Figure 1. Clock wiring as the flow saved it (run 1).
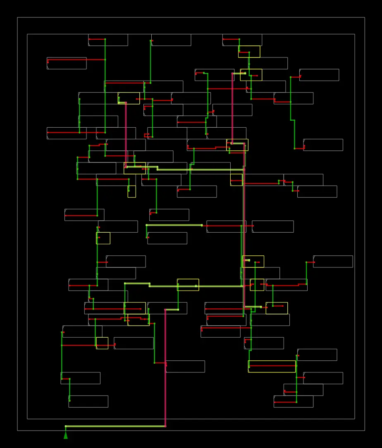
Figure 2. Signal metal coverage by tile (run 1).
The die is cut into 16 by 19 equal tiles; white is low, dark blue is high, scaled to the fullest tile. Values are wire area over tile area, all layers added.
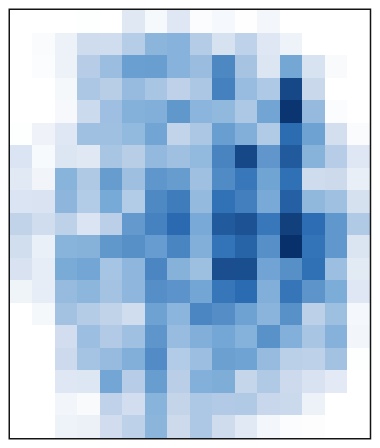
Figure 3. Logic cells by family (run 1).
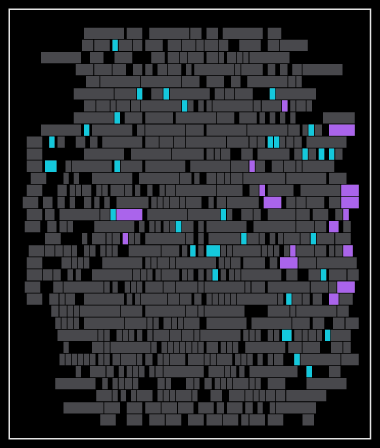
Figure 4. A small window of the routed layout (run 1).
Bar = 5 µm. Window x 30 to 50, y 57 to 77 µm. Cells in grey, sequential cells in the stronger grey; small squares are vias.
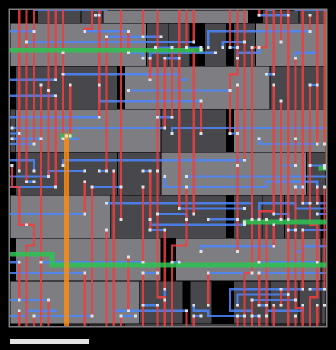
**config.mk**
```make
export PLATFORM = sky130hd
export DESIGN_NAME = spi_mem_arbiter
export DESIGN_NICKNAME = d
export VERILOG_FILES = /design/src/rtl/spi_mem_pkg.sv /design/src/rtl/spi_shift_engine.sv /design/src/rtl/spi_mem_arbiter.sv
export SDC_FILE = /design/constraint.sdc
export NUM_CORES = 1
export LEC_CHECK = 0
export ABC_AREA = 1
export ABC_CLOCK_PERIOD_IN_PS = 1800
export CAP_MARGIN = 40
export CORE_ASPECT_RATIO = 1.2
export CORE_MARGIN = 2
export CORE_UTILIZATION = 48
export CTS_CLUSTER_SIZE = 16
export DETAILED_ROUTE_END_ITERATION = 12
export PLACE_DENSITY = 0.84
export SETUP_SLACK_MARGIN = 0.5
export SLEW_MARGIN = 25
export SYNTH_ARGS = -nofsm -noshare
export SYNTH_HDL_FRONTEND = slang
export SYNTH_SLANG_ARGS = --single-unit
```
**constraint.sdc**
```tcl
create_clock -name clk -period 1.8 [get_ports clk]
set_input_delay 0.27 -clock clk [delete_from_list [all_inputs] [get_ports clk]]
set_output_delay 0.27 -clock clk [all_outputs]
set_load 0.005 [all_outputs]
```
**src/rtl/spi_mem_pkg.sv**
```systemverilog
// SPI RAM opcodes, frame geometry and controller state encoding shared by the arbiter and shift engine.
package spi_mem_pkg;
   localparam logic [7:0] OP_READ  = 8'h03;
   localparam logic [7:0] OP_WRITE = 8'h02;
   localparam int         FRAME_W  = 32;
   localparam int         HALF_W   = 6;   // counts the 64 SCK half-periods of one frame

   typedef enum logic [2:0] {
      ST_IDLE,
      ST_SETUP,
      ST_SHIFT,
      ST_HOLD,
      ST_DONE
   } state_t;
endpackage

```
**src/rtl/spi_shift_engine.sv**
```systemverilog
// SCK divider, 32-bit MSB-first transmit register and 8-bit receive register for SPI mode 0.
// A frame takes 64*CLK_DIV cycles of i_run. The engine has no backpressure and follows the arbiter FSM.
module spi_shift_engine
   import spi_mem_pkg::*;
#(
   parameter int CLK_DIV = 1
) (
   input  logic               clk,
   input  logic               rst,
   input  logic               i_load,
   input  logic [FRAME_W-1:0] i_frame,
   input  logic               i_cnt_en,
   input  logic               i_run,
   input  logic               i_miso,
   output logic               o_tick,
   output logic               o_last,
   output logic               o_sck,
   output logic               o_mosi,
   output logic [7:0]         o_rx
);
   logic [3:0]         r_div;
   logic [HALF_W-1:0]  r_half;
   logic               r_sck;
   logic [FRAME_W-1:0] r_tx;
   logic [7:0]         r_rx;
   logic               w_tick;

   assign w_tick = (r_div == 4'(CLK_DIV - 1));

   always_ff @(posedge clk or posedge rst) begin
      if (rst) begin
         r_div  <= '0;
         r_half <= '0;
         r_sck  <= 1'b0;
         r_tx   <= '0;
         r_rx   <= '0;
      end else if (i_load) begin
         r_div  <= '0;
         r_half <= '0;
         r_sck  <= 1'b0;
         r_tx   <= i_frame;
      end else begin
         if (i_cnt_en)
            r_div <= w_tick ? '0 : r_div + 4'd1;
         // Rising SCK samples MISO; falling SCK advances MOSI to the next bit.
         if (i_run && w_tick) begin
            r_half <= r_half + HALF_W'(1);
            r_sck  <= ~r_sck;
            if (!r_sck)
               r_rx <= {r_rx[6:0], i_miso};
            else
               r_tx <= {r_tx[FRAME_W-2:0], 1'b0};
         end
      end
   end

   assign o_tick = w_tick;
   assign o_last = i_run && w_tick && (r_half == {HALF_W{1'b1}});
   assign o_sck  = r_sck;
   assign o_mosi = r_tx[FRAME_W-1];
   assign o_rx   = r_rx;
endmodule

```
**src/rtl/spi_mem_arbiter.sv**
```systemverilog
// Arbitrates a fetch port and a data port onto one SPI RAM, round-robin on ties. A frame is 32 bits.
// Ack comes 66*CLK_DIV cycles after the grant. Requests are sampled only in IDLE, and a waiting port holds req.
module spi_mem_arbiter
   import spi_mem_pkg::*;
#(
   parameter int CLK_DIV = 1,
   parameter int ADDR_W  = 16
) (
   input  logic              clk,
   input  logic              rst,
   input  logic              f_req,
   input  logic [ADDR_W-1:0] f_addr,
   output logic              f_ack,
   input  logic              d_req,
   input  logic              d_we,
   input  logic [ADDR_W-1:0] d_addr,
   input  logic [7:0]        d_wdata,
   output logic              d_ack,
   output logic [7:0]        rdata,
   output logic              busy,
   output logic              spi_cs_n,
   output logic              spi_sck,
   output logic              spi_mosi,
   input  logic              spi_miso
);
   state_t             r_state, w_next;
   logic               r_gnt_d, r_ptr_d, r_we;
   logic [7:0]         r_rdata;
   logic               w_load, w_gnt_d, w_tick, w_last;
   logic [15:0]        w_addr16;
   logic [FRAME_W-1:0] w_frame;
   logic [7:0]         w_rx;

   // r_ptr_d set means the data port wins the next tie.
   assign w_gnt_d = d_req && (!f_req || r_ptr_d);

   always_comb begin
      w_addr16 = '0;
      if (w_gnt_d)
         w_addr16[ADDR_W-1:0] = d_addr;
      else
         w_addr16[ADDR_W-1:0] = f_addr;
      w_frame = {OP_READ, w_addr16, 8'h00};
      if (w_gnt_d && d_we)
         w_frame = {OP_WRITE, w_addr16, d_wdata};
   end

   always_comb begin
      w_next = r_state;
      w_load = 1'b0;
      case (r_state)
         ST_IDLE:  if (f_req || d_req) begin
                      w_next = ST_SETUP;
                      w_load = 1'b1;
                   end
         ST_SETUP: if (w_tick) w_next = ST_SHIFT;
         ST_SHIFT: if (w_last) w_next = ST_HOLD;
         ST_HOLD:  if (w_tick) w_next = ST_DONE;
         ST_DONE:  w_next = ST_IDLE;
         default:  w_next = ST_IDLE;
      endcase
   end

   always_ff @(posedge clk or posedge rst) begin
      if (rst) begin
         r_state <= ST_IDLE;
         r_gnt_d <= 1'b0;
         r_ptr_d <= 1'b0;
         r_we    <= 1'b0;
         r_rdata <= 8'h00;
      end else begin
         r_state <= w_next;
         if (w_load) begin
            r_gnt_d <= w_gnt_d;
            r_ptr_d <= ~w_gnt_d;
            r_we    <= w_gnt_d && d_we;
         end
         if (r_state == ST_HOLD && w_tick && !r_we)
            r_rdata <= w_rx;
      end
   end

   spi_shift_engine #(.CLK_DIV(CLK_DIV)) u_engine (
      .clk      (clk),
      .rst      (rst),
      .i_load   (w_load),
      .i_frame  (w_frame),
      .i_cnt_en (r_state == ST_SETUP || r_state == ST_SHIFT || r_state == ST_HOLD),
      .i_run    (r_state == ST_SHIFT),
      .i_miso   (spi_miso),
      .o_tick   (w_tick),
      .o_last   (w_last),
      .o_sck    (spi_sck),
      .o_mosi   (spi_mosi),
      .o_rx     (w_rx)
   );

   assign f_ack    = (r_state == ST_DONE) && !r_gnt_d;
   assign d_ack    = (r_state == ST_DONE) && r_gnt_d;
   assign rdata    = r_rdata;
   assign busy     = (r_state != ST_IDLE);
   assign spi_cs_n = !(r_state == ST_SETUP || r_state == ST_SHIFT || r_state == ST_HOLD);
endmodule

```
==> flow_summary.toml, run 1 <==
# generated from flow reports
[synth]
ys_sh_simple = 0.365
postSynthSeqShare = 0.476
ys_types = 29
adder_share = 0.0110
synthArstFlopShare = 1.00
xor_area_frac = 0.00513
fp_nets = 507
synth_cells = 458
mux_area_frac = 0
synth_top_cell_by_count = "nand2_1"
yosys.area_share.aoi = 0.0678
top_area_frac = 0.476
ys_ff = 65
synth.logic.top_family = "simple AND/OR/NAND/NOR gates"
yosys_cells = 458
avgSynthCellArea_um2 = 7.46
netlist_area_mm2 = 0.00341
ys_area_mm2 = 0.00341
yosys_warnings = 0
topCellsByArea = "dfrtp_1, nand2_1, nand3_1, nand4_1, inv_1"
top_cells_by_count = "nand2_1, dfrtp_1, inv_1"
edf_count = 0
yosysTopAreaCell = "dfrtp_1"
synth-main-ff-cell = "dfrtp_1"

[drt]
dr_total_vias = 3649
postRouteAntennaNets = 0
drc_errors = 0
drt-initial-drc-count = 345
vias_per_cell = 5.51
wl_per_cell_um = 16.4
firstDrtPassIters = 6

[global_routing]
grt_pass1_wl_um = 15500
gr-total-overflow = 0
first_global_vias = 3433
antenna_found_initial = 0
grt_max_degree = 33

[placement]
dpl-instance-area_mm2 = 0.00415
port_buffers = 59
dp.cells = 595
gp_congestion = 0.801
dp_hpwl_um = 5450
dp_worst_setup_slack_ns = -0.0296

[final_timing]
setup_tns_ns = 0
finalHoldViolCount = 0
fin_ws_ns = 0.130
period_minus_slack_ns = 1.67
finalCritPeriodShare = 0.928
tightest_slew_ns = 0.537
rsz0062_at_grt = "true"
setup_viol = 0
max-slew-margin-rel = 0.641
clock_skew_ns = 0.0148
finalMaxSlewViolations = 0
max_freq_mhz = 599

[clock_tree]
cts-root-buf = "clkbuf_8"
ctsHoldBuffers = 0
clock_path_buffers = 2
cts.clk_slew.worst_paths_ns = 0.08
tritoncts = "done"
htree_num_levels = 3

[min_path]
min_path_type = "in -> async"

[worst_setup_path]
crit_start = "r_state[1]"
timing.rr.end = "r_gnt_d"
r2r_slack_ns = 0.13
crit_type = "reg -> reg"
reg2reg_depth = 7
cp_max_fo = 14
arrival_ns = 1.90
crit_required_ns = 2.03
worst_setup_path_start_kind = "register"
r2r_start = "r_state[1]"
worstSetupEndpoint = "r_gnt_d"
end_kind = "register"

[floorplanning]
dieArea_mm2 = 0.00781
fp.dieH_um = 96.4
io_pins = 60
fp.dieW_um = 81.0
core-area_mm2 = 0.00685
initCoreUtil = 0.498
placementRows = 33

[job]
cap_violations = 0
warnings = 30

[final_layout]
drive_gt1_frac = 0.280
finalNonFillerCells = 662
fillCellCount = 463
diodes = 0
nets = 619
area_growth_pct = 51.3
post-route-util = 0.754
design_area_mm2 = 0.00516

[run_status]
outcome = "complete, no violations"

[pwr]
internal_power_w = 0.00483
switching_power_w = 0.00362
powerDensity_mw_per_mm2 = 1630
ir_drop_v = 0.00105
power_switching_share = 0.428
p_leak_nw = 2.64
p_seq_frac = 0.269
p_comb_frac = 0.578
pwr-share-clk = 0.153
Back to the opening pictures, Figure 1:
clock insertion delay at the later pin of the skew report: 0.35 ns
Clk. pwr: 0.00129 W
number of CTS-inserted buffers: 9
Sink Count: 65
Flops: 65

Back to the opening pictures, Figure 2:
mean over tiles	0.23
tiles over half the peak	25%
nearly empty tiles	15%
fullest tile	0.68
emptiest ninth of the die	upper left
densest ninth of the die	centre
Routed WL: 10800 µm
Tot GR Track Use: 0.259

Back to the opening pictures, Figure 3:
colour	family	cells
purple	NOR gates	16
cyan	inverters	30
share of cell area taken by multi-input logic gates: 0.359
Commonest Layout Cell: nand2_1

Back to the opening pictures, Figure 4:
colour	layer
orange	met4
red	met2
green	met3
blue	met1
most frequent	dfrtp_1 (9), nand2_1 (6)
cells with their middle in the window	28
netlist names of flops here include	u_engine.r_tx (5), u_engine.o_rx (3)
sequential cells in the window	9

## run 1: worst min path at each step
stage / from / end / slack (ns)
4_1_cts: rst / u_engine.r_tx[1] / 0.30
5_1_grt: rst / u_engine.r_tx[25] / 0.35
3_5_place_dp: u_engine.r_tx[31] / u_engine.r_tx[31] / 0.46
2_1_floorplan: d_wdata[0] / u_engine.r_tx[0] / 0.39
6_report: rst / u_engine.r_tx[25] / 0.29
3_3_place_gp: u_engine.r_tx[24] / u_engine.r_tx[24] / 0.46
## run 1: power by group through the flow
stage,sequential (W),combinational [W],clock [W]
3_3_place_gp,0.00227,0.00267,0
5_1_grt,0.00231,0.00524,0.00135
4_1_cts,0.00222,0.00368,0.00129
2_1_floorplan,0.00220,0.00205,0
6_report,0.00227,0.00488,0.00129
3_5_place_dp,0.00228,0.00278,0
## run 1: state kept, by name (all words and copies together), names as in the netlist
register	count
r_gnt_d	1
u_engine.o_sck	1
rdata	8
u_engine.r_half	6
r_ptr_d	1
u_engine.r_div	4
u_engine.o_rx	8
r_state	3
r_we	1
u_engine.r_tx	32
## run 1: through the flow
stage	total power [W]	hold slack, ns
5_1_grt	0.00890	0.345
3_3_place_gp	0.00494	0.456
3_5_place_dp	0.00506	0.458
2_1_floorplan	0.00425	0.387
4_1_cts	0.00719	0.304
6_report	0.00844	0.292
## run 1: routing by layer
metal  GRT usage  share of wire  wire (µm)
met1       0.318           0.38       4130
met5           0              0          0
met3      0.0288          0.056        604
met4       0.117          0.038        416
met2       0.457           0.52       5690
## run 1: placed cells by master (no fill, tap or decap), types with 11 or more instances in the layout
master and instances:
dfrtp_1 62, o21ai_2 11, nand4_1 18, nand3_1 25, nand2_1 196, buf_4 37
inv_1 22, clkdlybuf4s50_1 45, o21ai_1 18, nand2_4 14, nand2_2 21, buf_6 13
## run 1: cell families after synthesis
| kind of cell | after synthesis |
|---|---|
| compound gates | 39 |
| simple gates | 295 |
| buf+inv | 54 |
| xor+xnor | 2 |
| fa+ha+maj | 3 |
| flops | 65 |
## run 1: area by class of cell
type,instances,area (µm²),area share
Multi-Input combinational cell,343,1850,0.359
Sequential cell,65,1630,0.316
Timing Repair Buffer,121,1240,0.241
Clock buffer,10,138,0.0266
Inverter,30,124,0.0240
Tap cell,87,109,0.0211
Clock inverter,6,67.6,0.0131
## run 1: critical path, cell delays in order, from the launching register on
cell       delay [ns]
dfrtp_2          0.43
nor2_4           0.13
buf_6            0.12
buf_6            0.10
nand3_4          0.14
buf_4            0.19
clkbuf_16        0.16
o21ai_0          0.28
## run 1: repair_timing
item,4_1_cts,5_1_grt
buffers inserted,28,14
resized,76,63
endpoints found under the setup margin,74,72
pin swaps,15,17
cloned,5,4
==> inputs of run 2 (changes only) <==
CORE_UTILIZATION = 25   (was 48)
CTS_CLUSTER_SIZE = not set   (was 16)
PLACE_DENSITY = 0.52   (was 0.84)
Figure 5. Ports around the boundary (run 2).
Bar = 20 µm. Pins as bars across the die edge, other pins in grey.
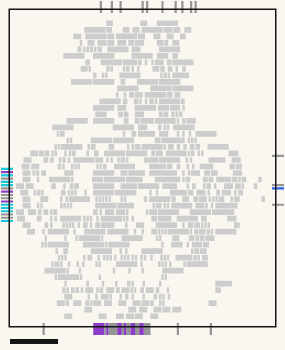
colour	port	pins	direction	edge
cyan	d_wdata	8	input	left
blue	d_ack	1	output	right
purple	d_addr	16	input	13 bottom, 3 left
all pins by edge	29 bottom, 17 left, 10 top, 4 right

Figure 6. A small window of the routed layout (run 2).
Bar = 5 µm. Window x 45 to 65, y 82 to 102 µm. Cells in grey, sequential cells in the stronger grey; small squares are vias.
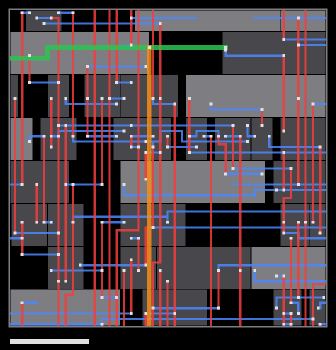

==> run 2 against run 1 <==
Sequential cell count unchanged. Non-clock buffer count is 10 lower. Critical path depth rose by 3. Via count shrank 8.3%. Combinational power hardly changed. Final area increased by 3.5%. Hold slack better by 0.084 ns.
==> flow_summary.toml, run 2 <==
# generated from flow reports
[run_status]
outcome = "complete, no violations"

[final_layout]
diodes = 0
post-route-util = 0.402
lay_top_count = "nand2_1"
drive_gt1_frac = 0.260
fillCellCount = 1318
most-common-layout-cells = "nand2_1, dfrtp_1, clkdlybuf4s50_1"
nets = 609
seq_area_mm2 = 0.00163
area_growth_pct = 56.6
largest_register = "u_engine.r_tx"
comb_area_mm2 = 0.00183
largest_reg_flops = 32

[clock_tree]
clk_latency_ns = 0.33
cts-root-buf = "clkbuf_16"
tritoncts = "done"
clock_path_buffers = 2
htree_num_levels = 3
numCtsBuffers = 9
cts.clk_slew.worst_paths_ns = 0.05
cts.sinks = 65

[global_routing]
grt_max_degree = 66
gr-total-overflow = 0
antenna_found_initial = 0
grt_pass1_wl_um = 16000
first_global_vias = 3305

[synth]
topCellsByArea = "dfrtp_1, nand2_1, nand3_1, nand4_1, inv_1"
synth-main-ff-cell = "dfrtp_1"
synth_cells = 458
edf_count = 0
fp_nets = 507
yosysTopAreaCell = "dfrtp_1"
netlist_area_mm2 = 0.00341
synthArstFlopShare = 1.00
avgSynthCellArea_um2 = 7.46
yosys_warnings = 0
yosys_cells = 458
ys_types = 29
postSynthSeqShare = 0.476
ys_area_mm2 = 0.00341
top_cells_by_count = "nand2_1, dfrtp_1, inv_1"
top_area_frac = 0.476
synth_top_cell_by_count = "nand2_1"
ys_ff = 65

[worst_setup_path]
crit_required_ns = 2.06
worst_setup_path_start_kind = "register"
arrival_ns = 1.91
timing.rr.end = "u_engine.r_tx[17]"
r2r_start = "r_state[0]"
reg2reg_depth = 10
end_kind = "register"
crit_type = "reg -> reg"
cp_max_fo = 8
r2r_slack_ns = 0.15

[final_timing]
finalCritPeriodShare = 0.914
finalMaxSlewViolations = 0
clock_skew_ns = 0.00821
setup_viol = 0
max_freq_mhz = 608
finalHoldViolCount = 0
rsz0062_at_grt = "true"
max-slew-margin-rel = 0.651
setup_tns_ns = 0
period_minus_slack_ns = 1.65
tightest_slew_ns = 0.523

[min_path]
min_path_type = "in -> async"

[placement]
dp_hpwl_um = 5800
gp_congestion = 0.792
port_buffers = 59

[drt]
drt-initial-drc-count = 157
vias_per_cell = 4.57
postRouteAntennaNets = 0
firstDrtPassIters = 4
drc_errors = 0

[floorplanning]
fp.dieW_um = 111
placementRows = 46
core-area_mm2 = 0.0133
initCoreUtil = 0.257
io_pins = 60
dieArea_mm2 = 0.0146
fp.dieH_um = 132

[pwr]
pwr-share-clk = 0.209
power_switching_share = 0.389
p_comb_frac = 0.540
p_seq_frac = 0.251
internal_power_w = 0.00549
powerDensity_mw_per_mm2 = 1680
switching_power_w = 0.00350
p_leak_nw = 2.68
ir_drop_v = 0.000646
total_power_w = 0.00899

[job]
warnings = 30
cap_violations = 0
Figure 7. Signal metal coverage by tile (run 2).
The die is cut into 22 by 26 equal tiles; white is low, dark blue is high, scaled to the fullest tile. Values are wire area over tile area, all layers added.
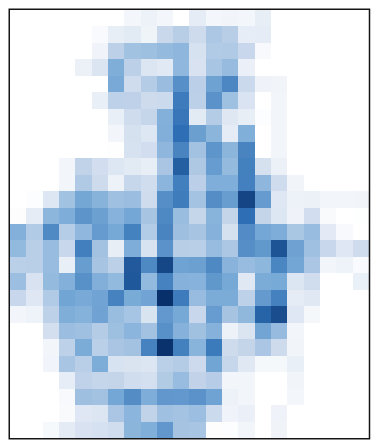
Routed WL: 10200 µm
routed via count: 3347
Tot GR Track Use: 0.135
drt wl/cell: 13.9 µm

==> run 2: cell types whose count changed in the layout (fill, tap and decap cells not counted), moves of 3 or more <==
cell	previous run	this run
nand2_2	21	25
dlygate4sd2_1	6	9
buf_6	13	10
clkdlybuf4s15_1	3	0
buf_4	37	28
clkbuf_16	4	13
clkbuf_8	10	5
o21ai_0	5	9
o21ai_1	18	15
nand2_4	14	11
clkinv_4	3	0
==> run 2: worst max path at each step <==
stage | from | slack (ns) | end
after CTS | r_state[0] | 0.22 | spi_cs_n
final | r_state[0] | 0.15 | u_engine.r_tx[17]
after detailed placement | u_engine.r_div[0] | 0.003 | u_engine.r_tx[1]
after floorplan | u_engine.r_div[0] | 0.43 | u_engine.r_tx[4]
after global routing | r_state[0] | 0.10 | u_engine.r_tx[17]
after global placement | d_req | 0.03 | u_engine.r_tx[3]
==> run 2: repair_timing <==
item	in CTS	in global routing
buffers inserted	25	7
pin swaps	15	16
hold buffers	0	0
cloned	6	5
endpoints found under the setup margin	78	69
resized	70	49
==> run 2: power groups by stage <==
stage	sequential [W]	combinational [W]	clock [W]
final	0.00225	0.00485	0.00188
after global routing	0.00230	0.00529	0.00199
after CTS	0.00222	0.00399	0.00191
after detailed placement	0.00227	0.00292	0
after global placement	0.00225	0.00287	0
after floorplan	0.00220	0.00205	0
==> run 2: cells by family (layout without fill, tap and decap cells) <==
| logic type | Yosys count | count (layout) | share of synthesized area |
|---|---|---|---|
| buffers and inverters | 54 | 157 | 0.0748 |
| DFF | 65 | 65 | 0.476 |
| AOI/OAI and AO/OA | 39 | 40 | 0.0678 |
| and+or+nand+nor | 295 | 298 | 0.365 |
| adders and majority gates | 3 | 3 | 0.0110 |
| xor gates and xnor gates | 2 | 2 | 0.00513 |
==> run 2: final cells by class <==
cell class | instances | share of cell area
sequential | 65 | 0.305
clock inverter | 1 | 0.00562
inverter | 30 | 0.0236
timing repair buffer | 111 | 0.228
clock buffer | 15 | 0.0557
tap | 168 | 0.0393
multi-input combinational | 343 | 0.343
==> run 2: critical path: stages, from the launching register on <==
cell and delay [ns]:
dfrtp_2 0.38, nor2_4 0.05, buf_6 0.11, buf_6 0.10, buf_6 0.11, nand3_4 0.14, inv_6 0.07, a21oi_4 0.27
clkbuf_16 0.23, nand2_1 0.05, nand2_1 0.07
==> run 2: stage by stage <==
| stage | cells | worst slack [ns] | hold WS (ns) | area (µm²) |
|---|---|---|---|---|
| 5_1_grt | 733 | 0.103 | 0.409 | 5350 |
| 2_1_floorplan | 458 | 0.429 | 0.387 | 3430 |
| 4_1_cts | 721 | 0.223 | 0.407 | 5020 |
| 3_3_place_gp | 674 | 0.0254 | 0.453 | 4250 |
| 3_5_place_dp | 674 | 0.00298 | 0.459 | 4250 |
| 6_report | 733 | 0.154 | 0.376 | 5350 |
==> run 2: layer usage <==
| metal | GRT usage | up-vias | wire (µm) |
|---|---|---|---|
| met5 | 0 | - | 0 |
| met1 | 0.164 | 1620 | 4410 |
| met2 | 0.235 | 51 | 5360 |
| met3 | 0.0211 | 12 | 263 |
| met4 | 0.0597 | 0 | 188 |
| li1 | - | 1664 | - |
==> inputs of run 3 (changes only) <==
MAX_ROUTING_LAYER = met4   (was not set)
Figure 8. Clock wiring as the flow saved it (run 3).
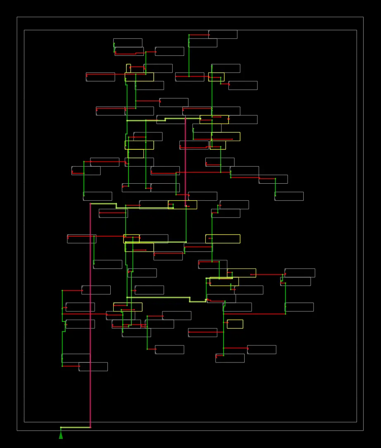
clk_skew: 0.00759 ns
Clk. pwr: 0.00188 W
Layout clock buffers: 15

Figure 9. Logic cells by family (run 3).
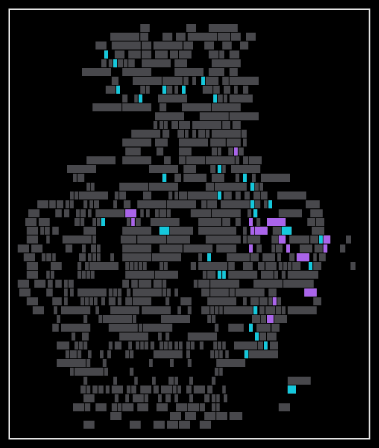
colour	family	cells
purple	NOR gates	16
cyan	inverters	30

==> run 3 against run 2 <==
Area after synthesis did not move. Largest power group unchanged. Combinational power barely moved. Hold slack improved by 0.0042 ns. Highest routed layer unchanged. Largest cell class unchanged. Global-route usage rose by 0.42 points. Via count fell by 0.24%. Utilization barely moved.
==> flow_summary.toml, run 3 <==
# generated from flow reports
[clock_tree]
numCtsBuffers = 9
cts-root-buf = "clkbuf_16"
cts.clk_slew.worst_paths_ns = 0.06
cts.sinks = 65
ctsHoldBuffers = 0
clk_latency_ns = 0.33
htree_num_levels = 3
tritoncts = "done"
clock_path_buffers = 2

[pwr]
power_switching_share = 0.389
p_leak_nw = 2.69
ir_drop_v = 0.000644
internal_power_w = 0.00548
p_seq_frac = 0.251
pwr-share-clk = 0.210
powerDensity_mw_per_mm2 = 1680
total_power_w = 0.00898
switching_power_w = 0.00350
p_comb_frac = 0.539

[drt]
vias_per_cell = 4.56
drc_errors = 0
drt-initial-drc-count = 146
postRouteAntennaNets = 0
firstDrtPassIters = 4

[job]
cap_violations = 0
warnings = 30

[worst_setup_path]
crit_type = "reg -> reg"
cp_max_fo = 8
crit_required_ns = 2.07
arrival_ns = 1.91
end_kind = "register"
worst_setup_path_start_kind = "register"

[synth]
fp_nets = 507
edf_count = 0
ys_area_mm2 = 0.00341
synth_top_cell_by_count = "nand2_1"
yosys_cells = 458
avgSynthCellArea_um2 = 7.46
ys_ff = 65
yosys_warnings = 0
top_area_frac = 0.476
netlist_area_mm2 = 0.00341
synth-main-ff-cell = "dfrtp_1"
synth_cells = 458
synthArstFlopShare = 1.00
ys_types = 29
top_cells_by_count = "nand2_1, dfrtp_1, inv_1"
yosysTopAreaCell = "dfrtp_1"
postSynthSeqShare = 0.476
topCellsByArea = "dfrtp_1, nand2_1, nand3_1, nand4_1, inv_1"

[final_timing]
max_freq_mhz = 608
setup_viol = 0
tightest_slew_ns = 0.526
finalHoldViolCount = 0
rsz0062_at_grt = "true"
period_minus_slack_ns = 1.64
finalCritPeriodShare = 0.914
finalMaxSlewViolations = 0
fin_ws_ns = 0.155
setup_tns_ns = 0
max-slew-margin-rel = 0.649

[floorplanning]
fp.dieW_um = 111
core-area_mm2 = 0.0133
placementRows = 46
initCoreUtil = 0.257
fp.dieH_um = 132
dieArea_mm2 = 0.0146
io_pins = 60

[final_layout]
design_area_mm2 = 0.00535
largest_reg_flops = 32
most-common-layout-cells = "nand2_1, dfrtp_1, clkdlybuf4s50_1"
comb_area_mm2 = 0.00184
drive_gt1_frac = 0.260
fillCellCount = 1317
diodes = 0
finalNonFillerCells = 733
largest_register = "u_engine.r_tx"
area_growth_pct = 56.8
lay_top_count = "nand2_1"
nets = 609
seq_area_mm2 = 0.00163

[global_routing]
antenna_found_initial = 0
gr-total-overflow = 0
use_met1 = 0.166
grt_pass1_wl_um = 16000
grt-busiest-layer = "met2"
grt_max_degree = 66
first_global_vias = 3293
met2_usage = 0.233
use_met3 = 0.0230

[placement]
gp_congestion = 0.803
dp_worst_setup_slack_ns = 0.00298
port_buffers = 59
dpl-instance-area_mm2 = 0.00425
dp_hpwl_um = 5800
dp.cells = 674

[run_status]
outcome = "complete, no violations"

[min_path]
min_path_type = "in -> async"
Figure 10. Signal metal coverage by tile (run 3).
The die is cut into 22 by 26 equal tiles; white is low, dark blue is high, scaled to the fullest tile. Values are wire area over tile area, all layers added.
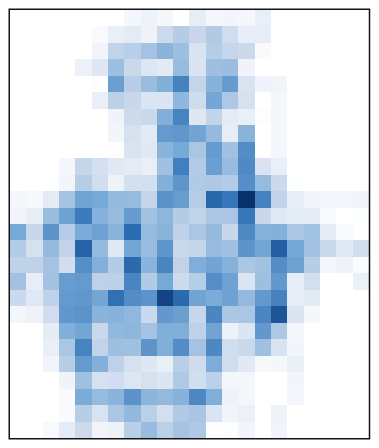
mean over tiles	0.11
emptiest ninth of the die	upper right
tiles over half the peak	14%
fullest tile	0.50
drt wl/cell: 13.9 µm
Routed WL: 10200 µm
routed via count: 3339
Tot GR Track Use: 0.139

[run 3: cell counts after synthesis]
No cell type changed its count.
[run 3: power by group through the flow]
stage | combinational (W) | clock [W] | sequential [W]
final | 0.00484 | 0.00188 | 0.00225
after global routing | 0.00530 | 0.00199 | 0.00230
after CTS | 0.00399 | 0.00191 | 0.00222
after detailed placement | 0.00292 | 0 | 0.00227
after global placement | 0.00287 | 0 | 0.00225
after floorplan | 0.00205 | 0 | 0.00220
[run 3: logic make-up after synthesis]
family	share of synthesized area
AOI/OAI and AO/OA	0.0678
xor gates and xnor gates	0.00513
adders and majority gates	0.0110
buffers and inverters	0.0748
DFF	0.476
and+or+nand+nor	0.365
[run 3: per-layer routing]
| metal | share of wire | wire length [µm] | up-vias |
|---|---|---|---|
| met5 | 0 | 0 | - |
| met4 | 0.016 | 166 | 0 |
| met3 | 0.030 | 311 | 10 |
| met2 | 0.53 | 5430 | 66 |
| met1 | 0.42 | 4320 | 1606 |
| li1 | - | - | 1657 |
[run 3: path summary, 6_finish.rpt]
kind / cells after the start / endpoint / from / slack, ns
max: 10 / u_engine.r_tx[19] / r_state[0] / 0.16
min: 3 / u_engine.r_div[3] / rst / 0.38
max reg2reg: 10 / u_engine.r_tx[19] / r_state[0] / 0.16
min reg2reg: 2 / u_engine.r_tx[28] / u_engine.r_tx[28] / 0.47
max in group asynchronous: 3 / rdata[5] / rst / 1.11
min in group clk: 2 / u_engine.r_tx[28] / u_engine.r_tx[28] / 0.47
[run 3: timing repair]
action	CTS	global route
gates resized	70	49
gates cloned	6	5
pin swaps	15	17
buffers inserted	25	7
setup endpoints to repair	78	69
[run 3: worst max-delay path, cell delays in order (launching register included)]
cell,delay (ns)
dfrtp_2,0.38
nor2_4,0.05
buf_6,0.11
buf_6,0.10
buf_6,0.11
nand3_4,0.14
inv_6,0.07
a21oi_4,0.27
buf_6,0.21
nand2_1,0.07
nand2_1,0.07
[run 3: final cells by class]
| cell class | instances | share of cell area |
|---|---|---|
| Clock buffer | 15 | 0.0556 |
| Sequential cell | 65 | 0.304 |
| Inverter | 30 | 0.0236 |
| Timing Repair Buffer | 111 | 0.227 |
| Clock inverter | 1 | 0.00561 |
| Tap cell | 168 | 0.0393 |
| Multi-Input combinational cell | 343 | 0.344 |
[run 3: per-stage QoR]
stage                     hold slack [ns]  utilization
after detailed placement            0.459        0.320
after global placement              0.453        0.320
after CTS                           0.407        0.378
after floorplan                     0.387            -
final                               0.380        0.403
after global routing                0.415        0.403
No activity file was given, so power comes from the tool's default toggle rates.
